[src/rtl/fap_task_tx.sv]
// fap_task_tx: fragments a RAM-resident proof payload into FAP sub-frames on a 64-bit AXI-stream.
// Define FAP_TX_CHKSUM_EN to scan the payload first and carry its byte checksum in the last header.
module fap_task_tx #(
  parameter int SUB_WORDS = 128,
  parameter int LEN0      = 364,
  parameter int LEN1      = 636,
  parameter int AW        = 13
) (
  input  logic          clki,
  input  logic          rsti,
  input  logic          req_valid,
  output logic          req_ready,
  input  logic [7:0]    req_task_id,
  input  logic [7:0]    req_frm_type,
  input  logic [31:0]   req_fap_id,
  input  logic [AW-1:0] req_base,
  output logic [AW-1:0] mem_addr,
  input  logic [63:0]   mem_rdat,
  output logic [63:0]   tx_tdata,
  output logic [7:0]    tx_tkeep,
  output logic          tx_tlast,
  output logic          tx_tvalid,
  input  logic          tx_tready,
  output logic          done_o,
  output logic          err_o
);
  typedef enum logic [2:0] {IDLE, SCAN, HDR0, HDR1, PAY} state_t;
  state_t state_q, state_d;
  logic [7:0] task_q, task_d, type_q, type_d, sub_q, sub_d, rl_q, rl_d, bl_q, bl_d, hchk;
  logic [31:0] fap_q, fap_d;
  logic [AW-1:0] addr_q, addr_d;
  logic [9:0] rem_q, rem_d;
  logic [63:0] b0_q, b0_d, b1_q, b1_d;
  logic [1:0] cnt_q, cnt_d, c;
  logic rv_q, rv_d, done_q, done_d, err_q, err_d, pop, rd, push;
`ifdef FAP_TX_CHKSUM_EN
  logic [7:0] chk_q, chk_d;
  logic [9:0] scn_q, scn_d;
  function automatic logic [7:0] bsum(input logic [63:0] w);
    bsum = 8'h00;
    for (int i = 0; i < 8; i++) bsum = bsum + w[8*i +: 8];
  endfunction
`endif
  function automatic logic [7:0] sub_len(input logic [9:0] r);
    return (r > 10'(SUB_WORDS)) ? 8'(SUB_WORDS) : r[7:0];
  endfunction
  function automatic logic [63:0] endian(input logic [63:0] w);
    return {<<8{w}};
  endfunction
  always_comb begin
    state_d = state_q;
    task_d = task_q;
    type_d = type_q;
    fap_d = fap_q;
    sub_d = sub_q;
    rem_d = rem_q;
    bl_d = bl_q;
    done_d = 1'b0;
    err_d = 1'b0;
    pop = state_q == PAY && tx_tready && cnt_q != 2'd0;
    // prefetch only while the skid buffer plus the in-flight read can still absorb a word
    rd = (state_q == HDR0 || state_q == HDR1 || state_q == PAY) && rl_q != 8'd0 &&
         (3'(cnt_q) + 3'(rv_q) - 3'(pop)) < 3'd2;
    rv_d = rd;
    rl_d = rl_q - 8'(rd);
    addr_d = addr_q + AW'(rd);
`ifdef FAP_TX_CHKSUM_EN
    chk_d = chk_q;
    scn_d = scn_q;
`endif
    case (state_q)
      IDLE: if (req_valid) begin
        task_d = req_task_id;
        type_d = req_frm_type;
        fap_d = req_fap_id;
        sub_d = 8'd0;
        addr_d = req_base;
        rem_d = req_frm_type[0] ? 10'(LEN1) : 10'(LEN0);
        rl_d = sub_len(rem_d);
        bl_d = rl_d;
`ifdef FAP_TX_CHKSUM_EN
        chk_d = 8'h00;
        scn_d = 10'd0;
        state_d = req_frm_type > 8'd1 ? IDLE : SCAN;
`else
        state_d = req_frm_type > 8'd1 ? IDLE : HDR0;
`endif
        err_d = req_frm_type > 8'd1;
      end
`ifdef FAP_TX_CHKSUM_EN
      SCAN: begin
        rv_d = scn_q < rem_q;
        addr_d = addr_q + AW'(rv_d);
        scn_d = scn_q + 10'd1;
        if (rv_q) chk_d = chk_q + bsum(mem_rdat);
        if (scn_q == rem_q + 10'd1) begin
          state_d = HDR0;
          addr_d = addr_q - AW'(rem_q);
        end
      end
`endif
      HDR0: if (tx_tready) state_d = HDR1;
      HDR1: if (tx_tready) state_d = PAY;
      PAY: if (pop) begin
        bl_d = bl_q - 8'd1;
        rem_d = rem_q - 10'd1;
        if (bl_q == 8'd1) begin
          done_d = rem_q == 10'd1;
          state_d = rem_q == 10'd1 ? IDLE : HDR0;
          sub_d = sub_q + 8'd1;
          rl_d = sub_len(rem_d);
          bl_d = rl_d;
        end
      end
      default: ;
    endcase
    push = rv_q && state_q != SCAN;
    c = cnt_q - 2'(pop);
    b0_d = pop ? b1_q : b0_q;
    b1_d = b1_q;
    if (push && c == 2'd0) b0_d = mem_rdat;
    if (push && c != 2'd0) b1_d = mem_rdat;
    cnt_d = c + 2'(push);
  end
  always_ff @(posedge clki or posedge rsti) begin
    if (rsti) begin
      state_q <= IDLE;
      task_q <= '0;
      type_q <= '0;
      fap_q <= '0;
      sub_q <= '0;
      rem_q <= '0;
      rl_q <= '0;
      bl_q <= '0;
      addr_q <= '0;
      b0_q <= '0;
      b1_q <= '0;
      cnt_q <= '0;
      rv_q <= 1'b0;
      done_q <= 1'b0;
      err_q <= 1'b0;
    end else begin
      state_q <= state_d;
      task_q <= task_d;
      type_q <= type_d;
      fap_q <= fap_d;
      sub_q <= sub_d;
      rem_q <= rem_d;
      rl_q <= rl_d;
      bl_q <= bl_d;
      addr_q <= addr_d;
      b0_q <= b0_d;
      b1_q <= b1_d;
      cnt_q <= cnt_d;
      rv_q <= rv_d;
      done_q <= done_d;
      err_q <= err_d;
    end
  end
`ifdef FAP_TX_CHKSUM_EN
  always_ff @(posedge clki or posedge rsti) begin
    if (rsti) begin
      chk_q <= '0;
      scn_q <= '0;
    end else begin
      chk_q <= chk_d;
      scn_q <= scn_d;
    end
  end
  assign hchk = rem_q <= 10'(SUB_WORDS) ? chk_q : 8'h00;
`else
  assign hchk = 8'h00;
`endif
  assign req_ready = state_q == IDLE;
  assign mem_addr = addr_q;
  assign tx_tkeep = 8'hff;
  assign tx_tvalid = state_q == HDR0 || state_q == HDR1 || (state_q == PAY && cnt_q != 2'd0);
  assign tx_tlast = state_q == PAY && bl_q == 8'd1;
  assign tx_tdata = state_q == HDR0 ? endian({fap_q, 8'h01, 8'h04, 16'h0000}) :
                    state_q == HDR1 ? endian({task_q, hchk, type_q, sub_q, 32'h0}) :
                    state_q == PAY  ? endian(b0_q) : 64'h0;
  assign done_o = done_q;
  assign err_o = err_q;
endmodule

[config.mk]
export PLATFORM = sky130hd
export DESIGN_NAME = fap_task_tx
export DESIGN_NICKNAME = d
export VERILOG_FILES = /design/src/rtl/fap_task_tx.sv
export SDC_FILE = /design/constraint.sdc
export NUM_CORES = 1
export LEC_CHECK = 0
export CAP_MARGIN = 20
export CELL_PAD_IN_SITES_DETAIL_PLACEMENT = 1
export CELL_PAD_IN_SITES_GLOBAL_PLACEMENT = 1
export CORE_ASPECT_RATIO = 0.8
export CORE_MARGIN = 2
export CORE_UTILIZATION = 36
export CTS_CLUSTER_DIAMETER = 80
export DETAILED_ROUTE_END_ITERATION = 16
export PLACE_DENSITY_LB_ADDON = 0.3
export SETUP_SLACK_MARGIN = 0.4
export SLEW_MARGIN = 20
export SYNTH_ARGS = -nofsm -noshare
export SYNTH_HDL_FRONTEND = slang
export SYNTH_SLANG_ARGS = --single-unit
[constraint.sdc]
create_clock -name clki -period 7.3 [get_ports clki]
set_input_delay 1.46 -clock clki [delete_from_list [all_inputs] [get_ports clki]]
set_output_delay 1.46 -clock clki [all_outputs]
set_load 0.02 [all_outputs]
Figure 1. Close-up of the layout (run 1).
The bar under the picture is 10 microns long. Window x 87 to 112, y 35 to 60 microns. Cells in gray, sequential cells in the stronger gray; small squares are vias.
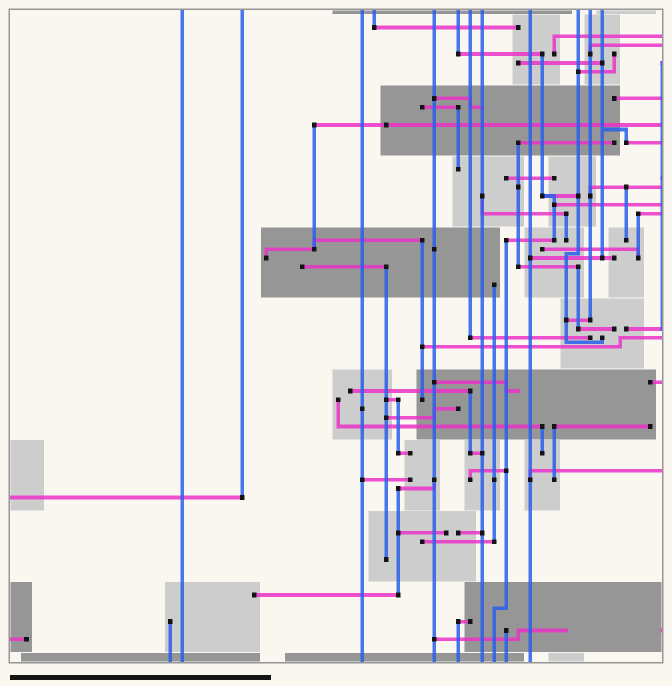
| color | layer |
|---|---|
| blue | M2 |
| magenta | M1 |
sequential cells in the window: 4
cells with their middle in the window: 17
most frequent: dfrtp_1 (4), nand2_1 (3)
netlist names of flops here include: b0_q (2)

Figure 2. Cell placement (run 1).
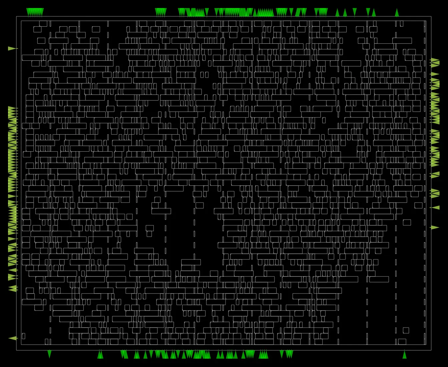
Non-Filler Instances: 1774
Flops: 231
core area: 0.0301 sq mm

==> job_summary.md, run 1 <==
### Flow metrics

| Metric | Value |
|---|---|
| Status | finished, final reports clean |
| CTS sink cnt | 231 |
| Largest net degree at the start of global routing | 133 |
| Worst setup path category | input port to register |
| Boundary Pins | 219 |
| Clk pwr share | 23.1% |
| Combinational power share | 36.6% |
| RD Place Congestion | 0.805 |
| Worst Path Arrival | 5.31 ns |
| Worst-margin pin slew | 1.05 ns |
| First-pass detailed-route iteration total | 4 |
| Unrepaired setup endpoints after global routing | false |
| Hold buffer count at CTS | 0 |
| YS warnings | 0 |
| GRT Util Overall | 21.2% |
| Max_cap viols | 0 |
| Post-CTS Resized | 0 |
| Power Internal | 3480 uW |
| Post-synthesis sequential area ratio | 52.9% |
| CTS HTree Levels | 1 |
| CP bufs+invs | 1 |
| Post-Syn Area | 0.0109 sq mm |
| Number of global-route vias before repair | 9509 |
| Fin area | 0.0142 sq mm |
| Syn avg cell area | 9.39 sq um |
| Via count | 9080 |
| Slew margin rel. | 30.3% |
| Startpoint types | input port |
| CP required | 7.66 ns |
| FF+latch area | 0.00578 sq mm |
| R2R cell count | 16 |
| Die Ht | 160 microns |
| Sw frac | 37.3% |
| # setup viols final | 0 |
| Area leader, netlist | dfrtp_1 |
| CP max FO | 37 |
| Peak supply drop | 0.187 mV |
| Sw Pwr | 2070 uW |
| Reg2reg setup slack | 2.63 ns |
| Die width | 199 microns |
Figure 3. Gate families picked out (run 1).
The bar under the picture is 50 microns long.
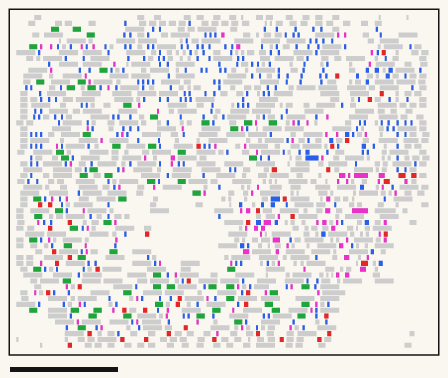
| color | family | cells | most used |
|---|---|---|---|
| red | and/or cells | 48 | and2_1 |
| green | mux cells | 64 | mux2_2 |
| magenta | nor cells | 122 | nor2_1 |
| blue | nand cells | 352 | nand2_1 |

Figure 4. Wire density map (run 1).
40 x 32 tiles, from black (low) to pale yellow (high), scaled to the fullest tile. Values are wire area over tile area, all layers added.
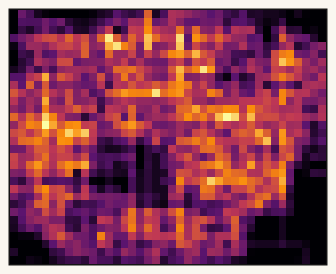
mean over tiles: 0.17
nearly empty tiles: 8.8%
tiles over half the peak: 27%
fullest tile: 0.46

## run 1: metrics by stage
stage / util (%) / total power, uW / setup slack, ns / hold slack (ns) / instances
floorplan: - / 3500 / 2.82 / 0.446 / 1172
global placement: 44.4 / 4200 / 1.93 / 0.458 / 1724
detailed placement: 44.4 / 4290 / 1.72 / 0.464 / 1724
CTS: 47.1 / 5610 / 2.26 / 0.478 / 1770
global route: 47.2 / 5950 / 1.91 / 0.499 / 1772
finish: 47.2 / 5550 / 2.35 / 0.473 / 1774
## run 1: metal layers
layer	part of all wire [%]	up-vias	GRT usage (%)
li1	-	4279	-
met1	47	4567	30.8
met2	45	193	32.8
met3	6.4	39	4.94
met4	1.5	2	3.49
met5	0.039	-	0
## run 1: registers in the layout, indices dropped and copies added, names as in the netlist, 2 cells and up
register	count
type_q	8
bl_q	8
fap_q	32
state_q	3
b1_q	64
rl_q	8
mem_addr	13
rem_q	10
sub_q	8
cnt_q	2
task_q	8
b0_q	64
## run 1: worst reg2reg max path: cells and delay by family (launching register included)
| kind | cells | cell delay, ns |
|---|---|---|
| AOI/OAI and AO/OA | 4 | 0.68 |
| xor gates and xnor gates | 2 | 0.31 |
| DFF | 1 | 0.36 |
| buffers and inverters | 2 | 0.70 |
| adders and majority gates | 3 | 0.87 |
| and+or+nand+nor | 5 | 1.59 |
## run 1: layout make-up
| type | instances | area share, % |
|---|---|---|
| tap | 413 | 3.63 |
| clock inverter | 9 | 0.598 |
| clock buffer | 37 | 5.29 |
| antenna | 3 | 0.0528 |
| multi-input combinational | 843 | 33.7 |
| timing repair buffer | 224 | 15.7 |
| inverter | 14 | 0.396 |
| sequential | 231 | 40.7 |
## run 1: power by group through the flow
stage	registers, uW	logic [uW]	clock network (uW)
floorplan	2160	1350	0
finish	2230	2030	1290
global placement	2220	1970	0
global route	2320	2260	1370
CTS	2240	2060	1320
detailed placement	2250	2040	0
## run 1: cell usage in the layout, fill, tap and decap left out, drive strengths merged, types with 9 or more instances in the layout
cell / instances
a22o: 9
and2: 34
inv: 13
ha: 12
a21oi: 23
xor2: 18
clkbuf: 37
dfrtp: 231
o21ai: 51
o22ai: 10
xnor2: 15
clkdlybuf4s50: 210
a22oi: 26
buf: 14
nor2: 96
mux2: 64
a31oi: 65
nand4: 12
nand2: 330
## run 1: cell families after synthesis
logic type,Yosys count,synth area share [%]
AOI/OAI and AO/OA,203,11.9
xor gates and xnor gates,33,2.64
adders and majority gates,13,1.56
buffers and inverters,98,3.97
DFF,231,52.9
muxes,64,6.59
other,1,0.0343
and+or+nand+nor,522,20.5
## run 1: worst paths after layout
check | from | to
hold reg to reg | fap_q[17]$_DFFE_PP0P_ | fap_q[17]$_DFFE_PP0P_
setup reg to reg | state_q[0]$_DFFE_PP0P_ | mem_addr[12]$_DFF_PP0_
hold / removal | fap_q[17]$_DFFE_PP0P_ | fap_q[17]$_DFFE_PP0P_
min in group asynchronous | rsti | state_q[0]$_DFFE_PP0P_
max in group asynchronous | rsti | b1_q[36]$_DFFE_PP0P_
setup / recovery | tx_tready | mem_addr[12]$_DFF_PP0_
## Run 2: what changed since run 1
Settings changed: CORE_UTILIZATION 36 to 39.
Clock period 7.3 ns to 4.7 ns, I/O delays scaled along.
Figure 5. Wire density map (run 2).
38 x 31 tiles, from black (low) to pale yellow (high), scaled to the fullest tile. Values are wire area over tile area, all layers added.
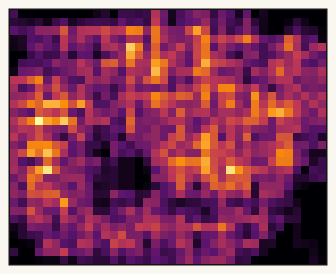
fullest tile: 0.54
mean over tiles: 0.18
nearly empty tiles: 7.0%

==> run 2 against run 1 <==
Wire length up 1.0%. Clock skew fell by 0.0079 ns. Sequential cell count unchanged. Die size decreased by 7.5%. Total power is 57% higher. Register-to-register slack lost 1.5 ns. Worst setup slack got worse by 1.8 ns. Combinational power rose by 56%. Critical path depth decreased by 8. Utilization grew 4.6 points. First-iteration DRC count up 0.41%. Area after synthesis unchanged.
==> job_summary.md, run 2 <==
### Flow metrics

| Metric | Value |
|---|---|
| Reg2reg setup slack | 1.13 ns (was 2.63 ns) |
| Post-CTS Resized | 0 (unchanged) |
| Startpoint types | register (was input port) |
| Routed length per instance | 19.4 microns (was 18.8 microns) |
| Gr ovfl total | 0 (unchanged) |
| Core area | 0.0274 sq mm (was 0.0301 sq mm) |
| Die Ht | 154 microns (was 160 microns) |
| Boundary Pins | 219 (unchanged) |
| # setup viols final | 0 (unchanged) |
| Vias/cell | 5.29 (was 5.12) |
| Unrepaired setup endpoints after global routing | false (unchanged) |
| Top Layout Cells | nand2_1 (329), dfrtp_1 (231), clkdlybuf4s50_1 (210) (unchanged) |
| Via count | 9164 (was 9080) |
| Logic area | 0.00479 sq mm (unchanged) |
| Worst Path Arrival | 3.17 ns (was 5.31 ns) |
| Antenna viol nets, final | 0 (unchanged) |
| Slew Limit Fails | 0 (unchanged) |
| Layout filler cell count | 3134 (was 3397) |
| Post-Syn Area | 0.0109 sq mm (unchanged) |
| CTS Buffer Depth | 3 (unchanged) |
| Fin area | 0.0142 sq mm (about the same) |
| CP bufs+invs | 3 (was 1) |
| First-pass GRT wire length | 55100 microns (was 53700 microns) |
| FP Rows | 54 (was 57) |
| WHS | 0.472 ns (was 0.473 ns) |
| R2R cell count | 14 (was 16) |
| Main area contributors | dfrtp_1 (53%), nand2_1 (11%), mux2_2 (6.6%), a31oi_1 (3.7%), nor2_1 (3.3%) (unchanged) |
| Number of global-route vias before repair | 9878 (was 9509) |
| Flip-flops with a built-in enable | 0 (unchanged) |
| Post-synthesis sequential area ratio | 52.9% (unchanged) |
| Min-delay worst type | register to register (unchanged) |
| Slew margin rel. | 30.7% (was 30.3%) |
| Dpl hpwl | 22400 microns (was 22500 microns) |
| CP max FO | 22 (was 37) |
| Area leader share | 52.9% (unchanged) |
| Final hold viol count | 0 (unchanged) |
| Peak supply drop | 0.335 mV (was 0.187 mV) |
| Top flop regs | b0_q (64), b1_q (64), fap_q (32) (unchanged) |
| Finished Core Util | 51.9% (was 47.2%) |
| Die width | 191 microns (was 199 microns) |
| CTS tree | done (unchanged) |
| Area leader, netlist | dfrtp_1 (unchanged) |
| RR Startpoint | state_q[2]$_DFFE_PP0P_ (was state_q[0]$_DFFE_PP0P_) |
| CP required | 3.76 ns (was 7.66 ns) |
| First-pass detailed-route iteration total | 4 (unchanged) |
| Top cells by count | nand2_1 (330), dfrtp_1 (231), nor2_1 (96), a31oi_1 (65), mux2_2 (64) (unchanged) |
| Max_cap viols | 0 (unchanged) |
| Reg2Reg Capture Point | rl_q[6]$_DFF_PP0_ (was mem_addr[12]$_DFF_PP0_) |
| Syn avg cell area | 9.39 sq um (unchanged) |
| Worst setup path category | register to output pin (was input port to register) |
| CTS sink cnt | 231 (unchanged) |
| FF+latch area | 0.00578 sq mm (unchanged) |
| Status | finished, final reports clean (unchanged) |
| Largest net degree at the start of global routing | 123 (was 133) |
| Final Net Count | 1489 (was 1482) |
| Count leader, synth | nand2_1 (unchanged) |
| CTS HTree Levels | 1 (unchanged) |
| GRT Util Overall | 23.3% (was 21.2%) |
| RD Place Congestion | 0.805 (about the same) |
| Origin of the worst setup path | state_q[1]$_DFFE_PP0P_ (was tx_tready) |
| Synth Flop Type | dfrtp_1 (unchanged) |
| YS warnings | 0 (unchanged) |
| Hold buffer count at CTS | 0 (unchanged) |
| Most frequent logic cell in the layout | nand2_1 (unchanged) |
| Critical path endpoint | tx_tdata[31] (was mem_addr[12]$_DFF_PP0_) |
| Worst-margin pin slew | 1.03 ns (was 1.05 ns) |
-- run 2: area by class of cell --
type	count	area share, %
sequential	231	40.6
multi-input combinational	843	33.6
timing repair buffer	231	16.0
clock buffer	44	5.90
tap	364	3.20
inverter	14	0.396
clock inverter	2	0.246
antenna	2	0.0352
-- run 2: cell families after synthesis --
kind of cell | synth area share [%]
AOI/OAI and AO/OA | 11.9
adders and majority gates | 1.56
xor gates and xnor gates | 2.64
muxes | 6.59
DFF | 52.9
and+or+nand+nor | 20.5
other | 0.0343
buffers and inverters | 3.97
-- run 2: per-layer routing --
metal,vias to the layer above,part of all wire (%),track usage [%]
met3,41,6.2,5.46
met2,216,46,36.2
li1,4279,-,-
met4,0,1.8,4.62
met1,4628,46,33.2
met5,-,0,0
-- run 2: tightest hold or removal path: stages, from the launching register on --
cell and delay [ns]:
dfrtp_1 0.34, nand2_1 0.05, nand2_1 0.05
-- run 2: through the flow --
stage | total power, uW | cells | setup slack [ns]
3_3_place_gp | 6520 | 1683 | 0.512
4_1_cts | 8820 | 1729 | 0.601
2_1_floorplan | 5440 | 1172 | 0.738
5_1_grt | 9350 | 1730 | 0.407
3_5_place_dp | 6670 | 1683 | 0.260
6_report | 8740 | 1731 | 0.593
-- run 2: worst min-delay path by stage --
| stage | start | to | slack (ns) | cells past startpoint |
|---|---|---|---|---|
| after floorplan | task_q[0]$_DFFE_PP0P_ | task_q[0]$_DFFE_PP0P_ | 0.45 | 2 |
| after global placement | fap_q[28]$_DFFE_PP0P_ | fap_q[28]$_DFFE_PP0P_ | 0.46 | 2 |
| after detailed placement | fap_q[9]$_DFFE_PP0P_ | fap_q[9]$_DFFE_PP0P_ | 0.46 | 2 |
| after CTS | fap_q[19]$_DFFE_PP0P_ | fap_q[19]$_DFFE_PP0P_ | 0.48 | 2 |
| after global routing | fap_q[23]$_DFFE_PP0P_ | fap_q[23]$_DFFE_PP0P_ | 0.50 | 2 |
| final | fap_q[25]$_DFFE_PP0P_ | fap_q[25]$_DFFE_PP0P_ | 0.47 | 2 |
-- run 2: power breakdown --
group	switching [uW]	internal, uW
clock	826	1260
combinational	1770	1400
sequential	627	2870
total	3230	5520
## Run 3: what changed since run 2
Settings changed: SLEW_MARGIN 20 to unset.
Figure 6. Wire density map (run 3).
38 x 31 tiles, from black (low) to pale yellow (high), scaled to the fullest tile. Values are wire area over tile area, all layers added.
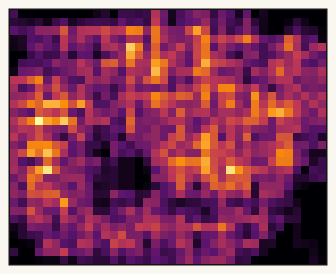
fullest tile: 0.54
nearly empty tiles: 7.0%
tiles over half the peak: 18%
emptiest ninth of the die: lower right
mean over tiles: 0.18

==> run 3 against run 2 <==
Area after synthesis did not move. Synthesized cell count unchanged. Clock power barely moved. Utilization unchanged. Sequential power is essentially flat. Die size did not move. Worst setup slack unchanged. Global-route usage unchanged. Critical path type unchanged. Largest power group unchanged.
==> job_summary.md, run 3 <==
### Flow metrics

| Metric | Value |
|---|---|
| Status | finished, final reports clean (unchanged) |
| Worst setup path category | register to output pin (unchanged) |
| # setup viols final | 0 (unchanged) |
| Worst Path Arrival | 3.17 ns (about the same) |
| Pwr dens | 615 mW/mm^2 (unchanged) |
| Main area contributors | dfrtp_1 (53%), nand2_1 (11%), mux2_2 (6.6%), a31oi_1 (3.7%), nor2_1 (3.3%) (unchanged) |
| Vias/cell | 5.29 (unchanged) |
| Startpoint types | register (unchanged) |
| Hold buffer count at CTS | 0 (unchanged) |
| Post-synthesis sequential area ratio | 52.9% (unchanged) |
| TritonCTS Buffers | 26 (unchanged) |
| Boundary Pins | 219 (unchanged) |
| Syn avg cell area | 9.39 sq um (unchanged) |
| Min-delay worst type | register to register (unchanged) |
| Final WL | 33600 microns (unchanged) |
| Worst hold path depth | 2 (unchanged) |
| GRT Util Overall | 23.3% (unchanged) |
| Flip-flops with a built-in enable | 0 (unchanged) |
| Antenna viol nets, final | 0 (unchanged) |
| Die Ht | 154 microns (unchanged) |
| Layout filler cell count | 3134 (unchanged) |
| Gr ovfl total | 0 (unchanged) |
| Unrepaired setup endpoints after global routing | false (unchanged) |
| Worst-margin pin slew | 1.03 ns (unchanged) |
| Final hold viol count | 0 (unchanged) |
| Top flop regs | b0_q (64), b1_q (64), fap_q (32) (unchanged) |
| Most frequent logic cell in the layout | nand2_1 (unchanged) |
| Largest net degree at the start of global routing | 123 (unchanged) |
| Post-CTS Resized | 0 (unchanged) |
| Slew Limit Fails | 0 (unchanged) |
| Slew margin rel. | 30.7% (unchanged) |
| WHS | 0.472 ns (unchanged) |
| CTS HTree Levels | 1 (unchanged) |
| Max_cap viols | 0 (unchanged) |
| Routed length per instance | 19.4 microns (unchanged) |
| Postcts setup bufs | 0 (unchanged) |
| Die width | 191 microns (unchanged) |
| R2R cell count | 14 (unchanged) |
| PnR worst setup slack | 0.593 ns (unchanged) |
| FP Rows | 54 (unchanged) |
| Final Net Count | 1489 (unchanged) |
| CTS sink cnt | 231 (unchanged) |
| Number of global-route vias before repair | 9878 (unchanged) |
| Area leader share | 52.9% (unchanged) |
| CP max FO | 22 (unchanged) |
| Top cells by count | nand2_1 (330), dfrtp_1 (231), nor2_1 (96), a31oi_1 (65), mux2_2 (64) (unchanged) |
| Count leader, synth | nand2_1 (unchanged) |
| RD Place Congestion | 0.805 (unchanged) |
| First-pass GRT wire length | 55100 microns (unchanged) |
| CTS Buffer Depth | 3 (unchanged) |
| Cycle use final | 87.4% (unchanged) |
| First-pass detailed-route iteration total | 4 (unchanged) |
| Core area | 0.0274 sq mm (unchanged) |
| YS warnings | 0 (unchanged) |
| Top Layout Cells | nand2_1 (329), dfrtp_1 (231), clkdlybuf4s50_1 (210) (unchanged) |
| CTS tree | done (unchanged) |
| Area leader, netlist | dfrtp_1 (unchanged) |
| Synth Flop Type | dfrtp_1 (unchanged) |
| CP required | 3.76 ns (about the same) |
| DRC | 0 (unchanged) |
[run 3: area by class of cell]
class | instances | area (sq um) | share of cell area [%]
Antenna cell | 2 | 5.00 | 0.0352
Clock buffer | 44 | 840 | 5.90
Clock inverter | 2 | 35.0 | 0.246
Sequential cell | 231 | 5780 | 40.6
Inverter | 14 | 56.3 | 0.396
Tap cell | 364 | 455 | 3.20
Multi-Input combinational cell | 843 | 4790 | 33.6
Timing Repair Buffer | 231 | 2270 | 16.0
[run 3: path summary, 6_finish.rpt]
kind | start | to | slack [ns]
min in group asynchronous | rsti | b1_q[32]$_DFFE_PP0P_ | 0.82
min reg2reg | fap_q[25]$_DFFE_PP0P_ | fap_q[25]$_DFFE_PP0P_ | 0.47
max in group asynchronous | rsti | b1_q[57]$_DFFE_PP0P_ | 2.82
max | state_q[1]$_DFFE_PP0P_ | tx_tdata[31] | 0.59
min | fap_q[25]$_DFFE_PP0P_ | fap_q[25]$_DFFE_PP0P_ | 0.47
max reg2reg | state_q[2]$_DFFE_PP0P_ | rl_q[6]$_DFF_PP0_ | 1.13
[run 3: cell families (layout without fill, tap and decap cells)]
family / after synthesis / after routing / synth area share [%]
other: 1 / 10 / 0.0343
flip-flops: 231 / 231 / 52.9
adder cells (fa/ha/maj): 13 / 13 / 1.56
buffers and inverters: 98 / 291 / 3.97
AND/OR/NAND/NOR: 522 / 522 / 20.5
multiplexers: 64 / 64 / 6.59
AND-OR/OR-AND: 203 / 203 / 11.9
XOR/XNOR: 33 / 33 / 2.64
[run 3: per-stage QoR]
stage | std cells | util, % | total power (uW) | instance area [sq um]
2_1_floorplan | 1172 | - | 5440 | 11000
3_3_place_gp | 1683 | 48.7 | 6520 | 13400
3_5_place_dp | 1683 | 48.7 | 6670 | 13400
4_1_cts | 1729 | 51.9 | 8820 | 14200
5_1_grt | 1730 | 51.9 | 9350 | 14200
6_report | 1731 | 51.9 | 8740 | 14200
[run 3: critical path: cells and delay by family, from the launching register on]
family	cells	cell delay (ns)
flip-flops	1	0.56
AND/OR/NAND/NOR	3	0.70
buffers and inverters	3	1.29
AND-OR/OR-AND	1	0.09
[run 3: metal layers]
metal,track usage [%],share of wire [%]
met4,4.62,1.8
met3,5.46,6.2
met5,0,0
met2,36.2,46
met1,33.2,46
[run 3: report_power, final]
part | total (uW) | switching (uW) | internal, uW | leakage, uW
logic | 3170 | 1770 | 1400 | 0.00286
clock network | 2080 | 826 | 1260 | 0.000431
registers | 3490 | 627 | 2870 | 0.00289
No activity file was given, so power comes from the tool's default toggle rates.
